Figure 1. Pin map.
(6 px per um) Pins as bars across the die edge, other pins in grey.
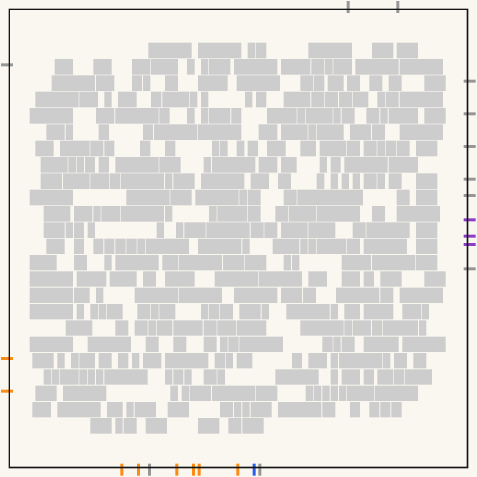
Figure 2. Cell placement.
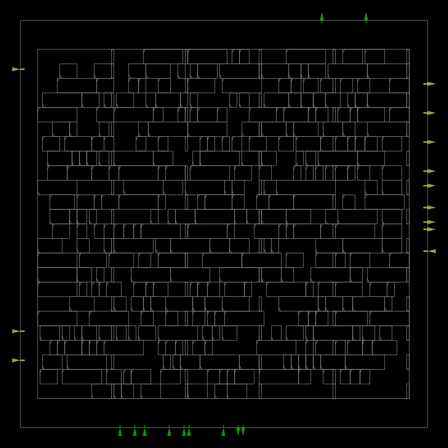
Figure 3. Gate-type map.
(6 px per um)
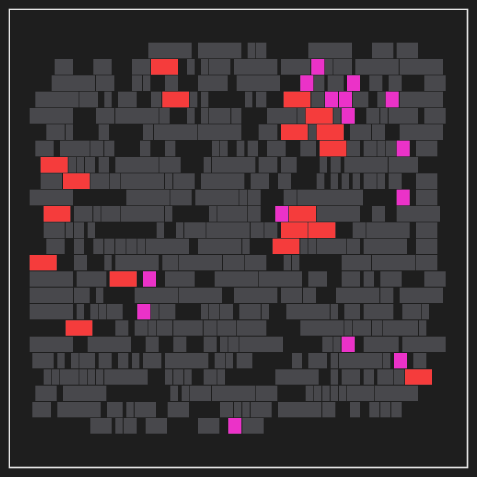
## config.mk

```make
export PLATFORM = sky130hd
export DESIGN_NAME = count_bcd_display
export DESIGN_NICKNAME = d
export VERILOG_FILES = /design/src/rtl/count_display_pkg.sv /design/src/rtl/bcd_seg_decoder.sv /design/src/rtl/count_bcd_display.sv
export SDC_FILE = /design/constraint.sdc
export NUM_CORES = 1
export LEC_CHECK = 0
export CAP_MARGIN = 0
export CORE_MARGIN = 3
export CORE_UTILIZATION = 57
export DETAILED_ROUTE_END_ITERATION = 16
export HOLD_SLACK_MARGIN = 0.02
export PLACE_DENSITY_LB_ADDON = 0.1
export SYNTH_ARGS = -nofsm -noshare
export SYNTH_HDL_FRONTEND = slang
export SYNTH_HIERARCHICAL = 1
export SYNTH_SLANG_ARGS = --single-unit
```

## constraint.sdc

```tcl
create_clock -name clk -period 3.9 [get_ports clk]
set_input_delay 0.78 -clock clk [delete_from_list [all_inputs] [get_ports clk]]
set_output_delay 0.78 -clock clk [all_outputs]
set_load 0.01 [all_outputs]
```

## src/rtl/count_display_pkg.sv

```systemverilog
// rtl/count_display_pkg.sv - shared FSM states, digit index encoding and 7-seg codes
package count_display_pkg;

   typedef enum logic [1:0] {
      ST_IDLE    = 2'd0,
      ST_CONVERT = 2'd1,
      ST_LATCH   = 2'd2
   } fsm_state_e;

   typedef enum logic [1:0] {
      DIG_UNITS    = 2'd0,
      DIG_TENS     = 2'd1,
      DIG_HUNDREDS = 2'd2
   } dig_idx_e;

   localparam logic [6:0] SEG_0     = 7'h3F;
   localparam logic [6:0] SEG_1     = 7'h06;
   localparam logic [6:0] SEG_2     = 7'h5B;
   localparam logic [6:0] SEG_3     = 7'h4F;
   localparam logic [6:0] SEG_4     = 7'h66;
   localparam logic [6:0] SEG_5     = 7'h6D;
   localparam logic [6:0] SEG_6     = 7'h7D;
   localparam logic [6:0] SEG_7     = 7'h07;
   localparam logic [6:0] SEG_8     = 7'h7F;
   localparam logic [6:0] SEG_9     = 7'h6F;
   localparam logic [6:0] SEG_BLANK = 7'h00;

   function automatic logic [6:0] seg_code(input logic [3:0] d);
      case (d)
         4'd0:    return SEG_0;
         4'd1:    return SEG_1;
         4'd2:    return SEG_2;
         4'd3:    return SEG_3;
         4'd4:    return SEG_4;
         4'd5:    return SEG_5;
         4'd6:    return SEG_6;
         4'd7:    return SEG_7;
         4'd8:    return SEG_8;
         4'd9:    return SEG_9;
         default: return SEG_BLANK;
      endcase
   endfunction

   // Double-dabble correction applied to each nibble before the shift.
   function automatic logic [3:0] add3_ge5(input logic [3:0] n);
      return (n >= 4'd5) ? n + 4'd3 : n;
   endfunction

endpackage

```

## src/rtl/bcd_seg_decoder.sv

```systemverilog
// rtl/bcd_seg_decoder.sv - combinational BCD digit to 7-segment decoder with blanking
module bcd_seg_decoder
   import count_display_pkg::*;
(
   input  logic [3:0] bcd,
   input  logic       blank,
   output logic [6:0] seg
);

   assign seg = blank ? SEG_BLANK : seg_code(bcd);

endmodule

```

## src/rtl/count_bcd_display.sv

```systemverilog
// rtl/count_bcd_display.sv - binary-to-BCD converter driving a 3-digit muxed 7-seg display (option: LEADING_ZERO_BLANK_EN)
module count_bcd_display
   import count_display_pkg::*;
#(
   parameter int REFRESH_DIV = 1000
) (
   input  logic       clk,
   input  logic       rst,
   input  logic       in_valid,
   input  logic [7:0] in_count,
   output logic       in_ready,
   output logic [6:0] seg,
   output logic [2:0] dig_en,
   output logic       busy
);

   localparam int RW = $clog2(REFRESH_DIV);

   fsm_state_e    state_q, state_d;
   logic [7:0]    bin_q, bin_d;
   logic [11:0]   bcd_q, bcd_d;
   logic [2:0]    shift_cnt_q, shift_cnt_d;
   logic [11:0]   digits_q, digits_d;
   logic [RW-1:0] refresh_q, refresh_d;
   dig_idx_e      idx_q, idx_d;
   logic [2:0]    dig_en_q, dig_en_d;
   logic [6:0]    seg_q, seg_d;

   logic [11:0]   bcd_adj;
   logic [19:0]   shifted;
   logic [3:0]    sel_digit;
   logic          blank;

   assign bcd_adj = {add3_ge5(bcd_q[11:8]), add3_ge5(bcd_q[7:4]), add3_ge5(bcd_q[3:0])};
   assign shifted = {bcd_adj, bin_q} << 1;

   always_comb begin
      state_d     = state_q;
      bin_d       = bin_q;
      bcd_d       = bcd_q;
      shift_cnt_d = shift_cnt_q;
      digits_d    = digits_q;
      case (state_q)
         ST_IDLE: begin
            if (in_valid) begin
               state_d     = ST_CONVERT;
               bin_d       = in_count;
               bcd_d       = '0;
               shift_cnt_d = '0;
            end
         end
         ST_CONVERT: begin
            bcd_d       = shifted[19:8];
            bin_d       = shifted[7:0];
            shift_cnt_d = shift_cnt_q + 3'd1;
            if (shift_cnt_q == 3'd7) state_d = ST_LATCH;
         end
         ST_LATCH: begin
            digits_d = bcd_q;
            state_d  = ST_IDLE;
         end
         default: state_d = ST_IDLE;
      endcase
   end

   assign in_ready = (state_q == ST_IDLE);
   assign busy     = (state_q != ST_IDLE);

   // Refresh mux runs freely; seg is decoded from next-cycle index and digits so it moves with dig_en.
   always_comb begin
      refresh_d = refresh_q + RW'(1);
      idx_d     = idx_q;
      if (refresh_q == RW'(REFRESH_DIV - 1)) begin
         refresh_d = '0;
         case (idx_q)
            DIG_UNITS: idx_d = DIG_TENS;
            DIG_TENS:  idx_d = DIG_HUNDREDS;
            default:   idx_d = DIG_UNITS;
         endcase
      end
      case (idx_d)
         DIG_TENS:     begin sel_digit = digits_d[7:4];  dig_en_d = 3'b010; end
         DIG_HUNDREDS: begin sel_digit = digits_d[11:8]; dig_en_d = 3'b100; end
         default:      begin sel_digit = digits_d[3:0];  dig_en_d = 3'b001; end
      endcase
`ifdef LEADING_ZERO_BLANK_EN
      blank = ((idx_d == DIG_HUNDREDS) && (digits_d[11:8] == 4'd0)) ||
              ((idx_d == DIG_TENS) && (digits_d[11:8] == 4'd0) && (digits_d[7:4] == 4'd0));
`else
      blank = 1'b0;
`endif
   end

   bcd_seg_decoder u_dec (
      .bcd   (sel_digit),
      .blank (blank),
      .seg   (seg_d)
   );

   always_ff @(posedge clk) begin
      if (rst) begin
         state_q     <= ST_IDLE;
         bin_q       <= '0;
         bcd_q       <= '0;
         shift_cnt_q <= '0;
         digits_q    <= '0;
         refresh_q   <= '0;
         idx_q       <= DIG_UNITS;
         dig_en_q    <= 3'b001;
         seg_q       <= SEG_0;
      end else begin
         state_q     <= state_d;
         bin_q       <= bin_d;
         bcd_q       <= bcd_d;
         shift_cnt_q <= shift_cnt_d;
         digits_q    <= digits_d;
         refresh_q   <= refresh_d;
         idx_q       <= idx_d;
         dig_en_q    <= dig_en_d;
         seg_q       <= seg_d;
      end
   end

   assign seg    = seg_q;
   assign dig_en = dig_en_q;

endmodule

```

==> flow_summary.yaml <==
# yosys + openroad results
sta:
  maxSlewHeadroom: 0.4160
  tightestPinTransition_ns: 0.8733
  setup_tns_ns: 0
  setup_ws_ns: 0.3096
  drv_slew: 0
  fin_crit_sh: 0.9206
  setup_viol: 0
  finClkSkew_ns: 0.006629
  hold_violations: 0
  rsz0062_at_grt: "no"
  fin_crit_ns: 3.590
  fmax_ghz: 0.2785
  whs_ns: 0.4777
global_route:
  grt_max_degree: 28
  grt_overflow: 0
  busiest_layer: "met2"
  use_met3: 0.06265
  grt_pass1_wl_mm: 9.308
  antenna_found_initial: 0
  grt_pass1_vias: 2086
  use_met2: 0.3183
  groute.layer.met1.usage: 0.2365
  globalRouteTotalUtil: 0.1942
clocking:
  htree_levels: 3
  cts_buffers: 9
  clkSinkCount: 59
  post_cts_buffers: 0
  cts_tree: "built"
  cts_hold_buffers: 0
  clk_pin_slew_ns: 0.06
  root_buffer: "clkbuf_8"
  clk_latency_ns: 0.34
  cts_max_path_buffers: 2
synthesis:
  ys_types: 46
  synth_cells: 313
  ys_cells: 313
  ys_sh_simple: 0.2339
  synthFlopType: "dfxtp_1"
  synth_warnings: 6
  yosysSeqAreaShare: 0.4214
  logic_family: "simple AND/OR/NAND/NOR gates"
  synth-xor-area-share: 0.03437
  common_cells: "dfxtp_1 (59), nor2_1 (49), ha_1 (18)"
  top_area_frac: 0.4214
  mux_area_frac: 0.05000
  synthAoiAreaFrac: 0.1330
  adder_share: 0.08036
  syn_area_per_cell_um2: 8.954
  yosys_area_um2: 2803
  synth_flops: 59
  synth.area.top_cells: "dfxtp_1 (42%), ha_1 (8.0%), nor2_1 (6.6%), mux2i_1 (5.0%), nand2b_1 (3.6%)"
  edf_count: 0
  synth_area_um2: 2803
  synth_async_sr_flop_share: 0
  synth_top_cell_by_count: "dfxtp_1"
  yosys.area.top_type: "dfxtp_1"
final_layout:
  drive_gt1_frac: 0.09742
  design_area_um2: 3303
  buffer_area_frac: 0.07576
  seq_area_frac: 0.3576
  regArea_um2: 1181
  nNetsFinal: 373
  nClkBuffers: 15
  num-nonclk-buffers: 26
  final_core_util: 0.7285
  num-fill-cells: 337
  diodes: 0
  nNonClkInverters: 16
  combGateArea_um2: 1524
  syn2layout_area_growth_pct: 17.86
  clock_cell_area_share: 0.06250
  nMultiInputCombCells: 232
  largestClassByArea: "combinational gates"
die:
  ios: 23
  fp_util: 0.6181
  nWellTaps: 65
  rows: 24
  core-area_um2: 4534
  chip_area_um2: 5794
worst_setup_path:
  path_max_fanout: 7
  crit_arrival_ns: 3.81
  cp-end-kind: "flop"
  worst_setup_path_start_kind: "flop"
  critPathKind: "flop to flop"
  rrSetupSlack_ns: 0.31
  cp.required_ns: 4.12
  cpMaxStageDelayCell: "dfxtp_1"
  r2r-start: "refresh_q[0]"
  critPathMaxStageDelay_ns: 0.38
  critPathCapture: "seg[1]"
  worstPathCellList: "ha_1, nand4bb_2, nor3_4, mux2i_2, inv_1, ha_1, nand2b_1, o221ai_1, inv_1, ha_1, nor2_1, nor2_1, nor2_1, or2_2"
  r2r_cells: 14
  r2r-end: "seg[1]"
  crit_start: "refresh_q[0]"
pwr:
  power_leakage_uw: 0.001357
  ir_drop_v: 0.0003413
  p_per_area_nw_per_um2: 392.5
  p_total_uw: 1296
place:
  placed_cells: 398
  dp_hpwl_mm: 3.695
  port_buffers: 22
  post_dp_cell_area_um2: 3093
  pre_cts_ws_ns: 0.3503
  gp_congestion: 0.7924
routing:
  met3WireLength_um: 281
  drtAntennaViolNets: 0
  num_vias: 2205
  vias_per_cell: 5.326
  drt-met1-wl_mm: 2.499
  top_layer: "met4"
  drc: 0
  wl_per_cell_um: 12.97
  wl_met2_mm: 2.500
  dr.pass1.iters: 4
  wl_mm: 5.371
  drt_iter0_markers: 75
min_path:
  hp-class: "flop to flop"
  worst_hold_path.endpoint: "digits_q[9]"
  min_path_cells: 2
  holdCritStartpoint: "digits_q[9]"
run:
  cap_violations: 0
  warnings: 36
status:
  status: "completed"
About Figure 1:
legend:
  orange:
    port: `in_count`
    pins: 8
    direction: input
    edge: 6 bottom, 2 left
  blue:
    port: `busy`
    pins: 1
    direction: output
    edge: bottom
  purple:
    port: `dig_en`
    pins: 3
    direction: output
    edge: right
all pins by edge: 9 bottom, 9 right, 3 left, 2 top
Die Wd: 76.12 um
die y size: 76.12 um

About Figure 2:
final cell count without fillers: 414
flip-flops: 59

About Figure 3:
legend:
  red:
    family: adder and majority cells
    cells: 18
  magenta:
    family: AND and OR gates
    cells: 15
combinational fraction of the cell area: 0.4614
commonest non-fill, non-tap cell in the layout: dfxtp_1

[cell usage in the layout (no fill, tap or decap), types with 5 or more instances in the layout]
| master | instances |
|---|---|
| o21ai_0 | 5 |
| a21oi_1 | 14 |
| xnor2_1 | 7 |
| a22o_1 | 8 |
| nor2b_1 | 9 |
| ha_1 | 18 |
| nand2_1 | 10 |
| nand2b_1 | 16 |
| mux2i_1 | 13 |
| inv_1 | 15 |
| conb_1 | 8 |
| clkbuf_8 | 12 |
| dfxtp_1 | 59 |
| nor3_1 | 13 |
| nand3_1 | 6 |
| o22ai_1 | 7 |
| nor2_1 | 49 |
| clkdlybuf4s50_1 | 22 |
| or2_2 | 9 |
[logic make-up (layout without fill, tap and decap cells)]
kind of cell / after synthesis / count (layout)
simple gates: 126 / 126
flops: 59 / 59
compound gates: 55 / 55
buf+inv: 29 / 58
fa+ha+maj: 18 / 18
mux: 14 / 14
xor+xnor: 11 / 11
other cells: 1 / 8
[state kept, by name, summed over array words and instances, names as in the netlist, 3 cells and up]
register and cells:
bcd_q 12, bin_q 8, dig_en 3, digits_q 12
refresh_q 10, seg 7, shift_cnt_q 3
[critical path: cells and delay by family, from the launching register on]
kind | cells | cell delay, ns
AOI/OAI and AO/OA | 1 | 0.34
adders and majority gates | 3 | 0.95
buffers and inverters | 2 | 0.24
DFF | 1 | 0.38
muxes | 1 | 0.35
and+or+nand+nor | 7 | 1.20
[timing repair]
item / CTS / global route
gates resized: 0 / 1
endpoints found under the hold margin: 0 / 0
endpoints found under the setup margin: 0 / 3
[where the power goes]
group          internal (uW)  total [uW]  leakage, uW  switching, uW
registers                622         636     0.000481           14.6
clock network            348         571     0.000104            222
logic                   43.8        89.4     0.000772           45.6
No activity file was given, so power comes from the tool's default toggle rates.
